Fig. 1: track usage over the die
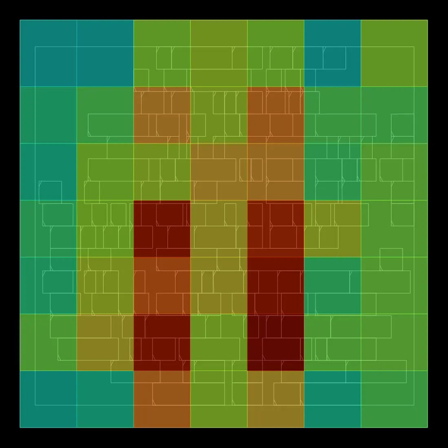
Fig. 2: a small window of the routed layout
Window x 24 to 49, y 0 to 25 microns. Cells in gray, sequential cells in the stronger gray; small squares are vias.
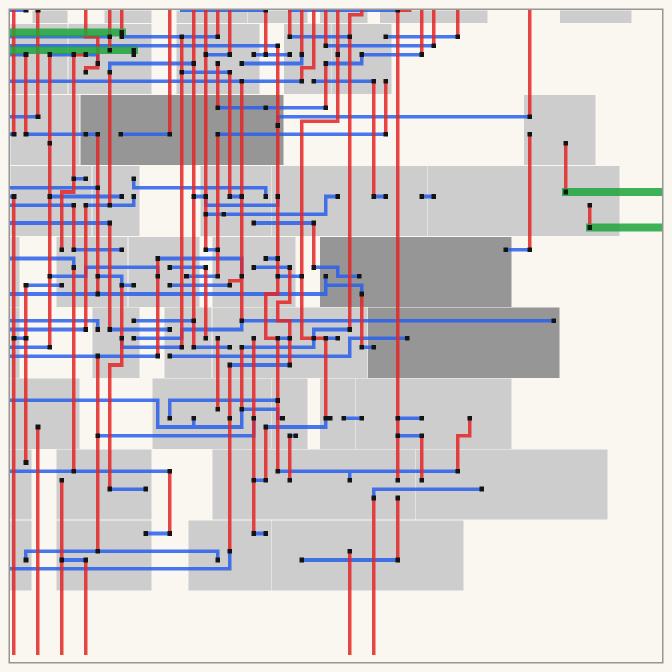
===== config.mk =====
export PLATFORM = sky130hd
export DESIGN_NAME = sc_or_split
export DESIGN_NICKNAME = d
export VERILOG_FILES = /design/src/rtl/sc_or_split_pkg.sv /design/src/rtl/sc_or_split_lsb.sv /design/src/rtl/sc_or_split.sv
export SDC_FILE = /design/constraint.sdc
export NUM_CORES = 1
export LEC_CHECK = 0
export CAP_MARGIN = 10
export CORE_MARGIN = 1.5
export CORE_UTILIZATION = 40
export DETAILED_ROUTE_END_ITERATION = 8
export HOLD_SLACK_MARGIN = 0.08
export PLACE_DENSITY = 0.82
export SLEW_MARGIN = 20
export SYNTH_ARGS = -nofsm -noshare
export SYNTH_HDL_FRONTEND = slang
export SYNTH_SLANG_ARGS = --single-unit

===== constraint.sdc =====
create_clock -name OR_SPLIT_CLOCK_50 -period 2.5 [get_ports OR_SPLIT_CLOCK_50]
set_input_delay 0.25 -clock OR_SPLIT_CLOCK_50 [delete_from_list [all_inputs] [get_ports OR_SPLIT_CLOCK_50]]
set_output_delay 0.25 -clock OR_SPLIT_CLOCK_50 [all_outputs]
set_load 0.1 [all_outputs]

===== src/rtl/sc_or_split_pkg.sv =====
// Shared definitions for the OR-split decomposer: FSM state encoding and
// the width helper used to size the accepted-term counter.
package sc_or_split_pkg;

  typedef enum logic {
    IDLE = 1'b0,
    RUN  = 1'b1
  } state_t;

  function automatic int count_width(input int w);
    return $clog2(w + 1);
  endfunction

endpackage


===== src/rtl/sc_or_split_lsb.sv =====
// Combinational lowest-set-bit isolator with a single-bit detector.
module sc_or_split_lsb #(
  parameter int W = 8
) (
  input  logic [W-1:0] data,
  output logic [W-1:0] lowest,
  output logic         single
);

  logic [W-1:0] one;
  logic [W-1:0] data_minus_one;

  assign one            = {{(W-1){1'b0}}, 1'b1};
  assign data_minus_one = data - one;

  // Two's-complement trick: data & -data keeps only the least significant 1.
  assign lowest = data & (~data + one);
  assign single = (data != '0) && ((data & data_minus_one) == '0);

endmodule


===== src/rtl/sc_or_split.sv =====
// Splits an OR-combined mask into one-hot terms, LSB first, with a
// valid/ready handshake and a done pulse after the final term.
module sc_or_split
  import sc_or_split_pkg::*;
#(
  parameter int NUMBER_DATAWIDTH = 8
) (
  input  logic                                        OR_SPLIT_CLOCK_50,
  input  logic                                        OR_SPLIT_RESET_InLow,
  input  logic [NUMBER_DATAWIDTH-1:0]                 OR_SPLIT_data_In,
  input  logic                                        OR_SPLIT_load_In,
  input  logic                                        OR_SPLIT_ready_In,
  output logic [NUMBER_DATAWIDTH-1:0]                 OR_SPLIT_z_Out,
  output logic                                        OR_SPLIT_valid_Out,
  output logic                                        OR_SPLIT_last_Out,
  output logic                                        OR_SPLIT_busy_Out,
  output logic                                        OR_SPLIT_done_Out,
  output logic [count_width(NUMBER_DATAWIDTH)-1:0]    OR_SPLIT_count_Out
);

  localparam int W  = NUMBER_DATAWIDTH;
  localparam int CW = count_width(NUMBER_DATAWIDTH);

  state_t        state, state_next;
  logic [W-1:0]  rem, rem_next;
  logic [CW-1:0] count, count_next;
  logic          done, done_next;
  logic [W-1:0]  lowest;
  logic          single;
  logic          running;

  sc_or_split_lsb #(
    .W(W)
  ) u_lsb (
    .data   (rem),
    .lowest (lowest),
    .single (single)
  );

  assign running = (state == RUN);

  assign OR_SPLIT_z_Out     = running ? lowest : '0;
  assign OR_SPLIT_valid_Out = running;
  assign OR_SPLIT_busy_Out  = running;
  assign OR_SPLIT_last_Out  = running && single;
  assign OR_SPLIT_done_Out  = done;
  assign OR_SPLIT_count_Out = count;

  always_ff @(posedge OR_SPLIT_CLOCK_50) begin
    if (!OR_SPLIT_RESET_InLow) begin
      state <= IDLE;
      rem   <= '0;
      count <= '0;
      done  <= 1'b0;
    end else begin
      state <= state_next;
      rem   <= rem_next;
      count <= count_next;
      done  <= done_next;
    end
  end

  // Loads are only honoured in IDLE; in RUN the handshake alone advances rem.
  always_comb begin
    state_next = state;
    rem_next   = rem;
    count_next = count;
    done_next  = 1'b0;
    unique case (state)
      IDLE: begin
        if (OR_SPLIT_load_In) begin
          count_next = '0;
          if (OR_SPLIT_data_In != '0) begin
            rem_next   = OR_SPLIT_data_In;
            state_next = RUN;
          end else begin
            done_next = 1'b1;
          end
        end
      end
      RUN: begin
        if (OR_SPLIT_ready_In) begin
          rem_next   = rem & ~lowest;
          count_next = count + {{(CW-1){1'b0}}, 1'b1};
          if (single) begin
            state_next = IDLE;
            done_next  = 1'b1;
          end
        end
      end
      default: state_next = IDLE;
    endcase
  end

endmodule


==> metrics.cfg <==
[logic_synthesis]
syn_nets = 122
synth_dominant_cell_count = dfxtp_1
yosys.area.top_type = dfxtp_1
synth_area_sq_um = 865
simple_gate_share = 0.249
ys_sh_aoi = 0.313
yosys.area.top_type_share = 0.324
async_reset_ff_frac = 0
ys_sh_mux = 0.0116
top_cells_by_count = dfxtp_1 (14), nand2_1 (9), a21oi_1 (7), nor2_1 (7)
ys_top_logic_family = AND-OR/OR-AND gates

[critical_path]
r2r_start = rem[1]
r2r_end = OR_SPLIT_done_Out
r2r_cells = 3
reg2reg_slack_ns = 0.61

[cts]
htreeDepth = 1
clk_path_buf_depth = 2
post-cts-setup-buffer-count = 0

[placement]
port_buffers = 27
place_congestion = 0.896
dp_cells = 156

[routing]
route.detailed.wl_per_inst_microns = 15.3
vias = 957
first_iter_violations = 18
postRouteAntennaNets = 0

[sta]
period_used_share = 0.972
min_period_ns = 2.43
slew_headroom = 0.643
hold_viol_final = 0
fin_skew_ns = 0.00254

[power]
power.density_nw_per_um2 = 573
top_power_group = combinational cells
clockPowerShare = 0.227
p_sw_frac = 0.415
fin_total_pwr_w = 0.000720

[layout]
area.growth.synth_to_final_pct = 45.4
stdcell_area_sq_um = 1260
diodes = 0

[min_path]
hold_depth = 2

[grt]
grt.overflow.total = 0
top_usage_layer = met2
grt_max_degree = 24
grt_util_met3 = 0.0333

[run_status]
status = finished clean

[flow_run]
drv_cap = 0

About Fig. 1:
met1 Usage GRT: 0.267
met2 usage: 0.311
Total GRT Usage: 0.204

About Fig. 2:
color	layer
green	M3
blue	M1
red	M2
cells with their middle in the window	30
sequential cells in the window	3
most frequent	clkdlybuf4s50_1 (3), buf_12 (3)

final cells by class:
cell class / count / area (sq um) / area share
multi-input combinational: 82 / 587 / 0.467
timing repair buffer: 28 / 300 / 0.239
sequential: 14 / 282 / 0.224
clock buffer: 4 / 36.3 / 0.0289
tap: 27 / 33.8 / 0.0269
inverter: 5 / 18.8 / 0.0149
worst max path at each step:
stage | startpoint | end | cells after the start
6_report | rem[1] | OR_SPLIT_last_Out | 4
4_1_cts | rem[1] | OR_SPLIT_last_Out | 4
3_3_place_gp | rem[0] | OR_SPLIT_last_Out | 4
3_5_place_dp | OR_SPLIT_data_In[1] | OR_SPLIT_busy_Out | 5
2_1_floorplan | rem[1] | OR_SPLIT_z_Out[7] | 4
5_1_grt | rem[1] | OR_SPLIT_last_Out | 4
flip-flops by register name, summed over array words and instances, names as in the netlist:
register,flops
OR_SPLIT_busy_Out,1
OR_SPLIT_count_Out,4
OR_SPLIT_done_Out,1
rem,8
kinds of logic after synthesis:
logic type               after synthesis
multiplexers                           1
buffers and inverters                 13
AND/OR/NAND/NOR                       41
adder cells (fa/ha/maj)                1
AND-OR/OR-AND                         38
XOR/XNOR                               1
flip-flops                            14
worst min-delay path, stage by stage, from the launching register on:
cell,delay (ns)
dfxtp_1,0.38
nand2_1,0.08
o21ai_1,0.05
layout by cell type, fill, tap and decap left out, types with 5 or more instances in the layout:
cell / synthesis / routed
buf_12: 0 / 5
o21ai_1: 6 / 6
dfxtp_1: 14 / 13
nor2_1: 7 / 6
buf_4: 1 / 12
a21oi_1: 7 / 7
nand2_1: 9 / 9
clkdlybuf4s50_1: 0 / 11
nand3_1: 6 / 6
routing by layer:
layer	vias up	share of wire
met5	-	0
met4	0	0.018
met3	6	0.049
met2	31	0.47
met1	454	0.46
li1	466	-
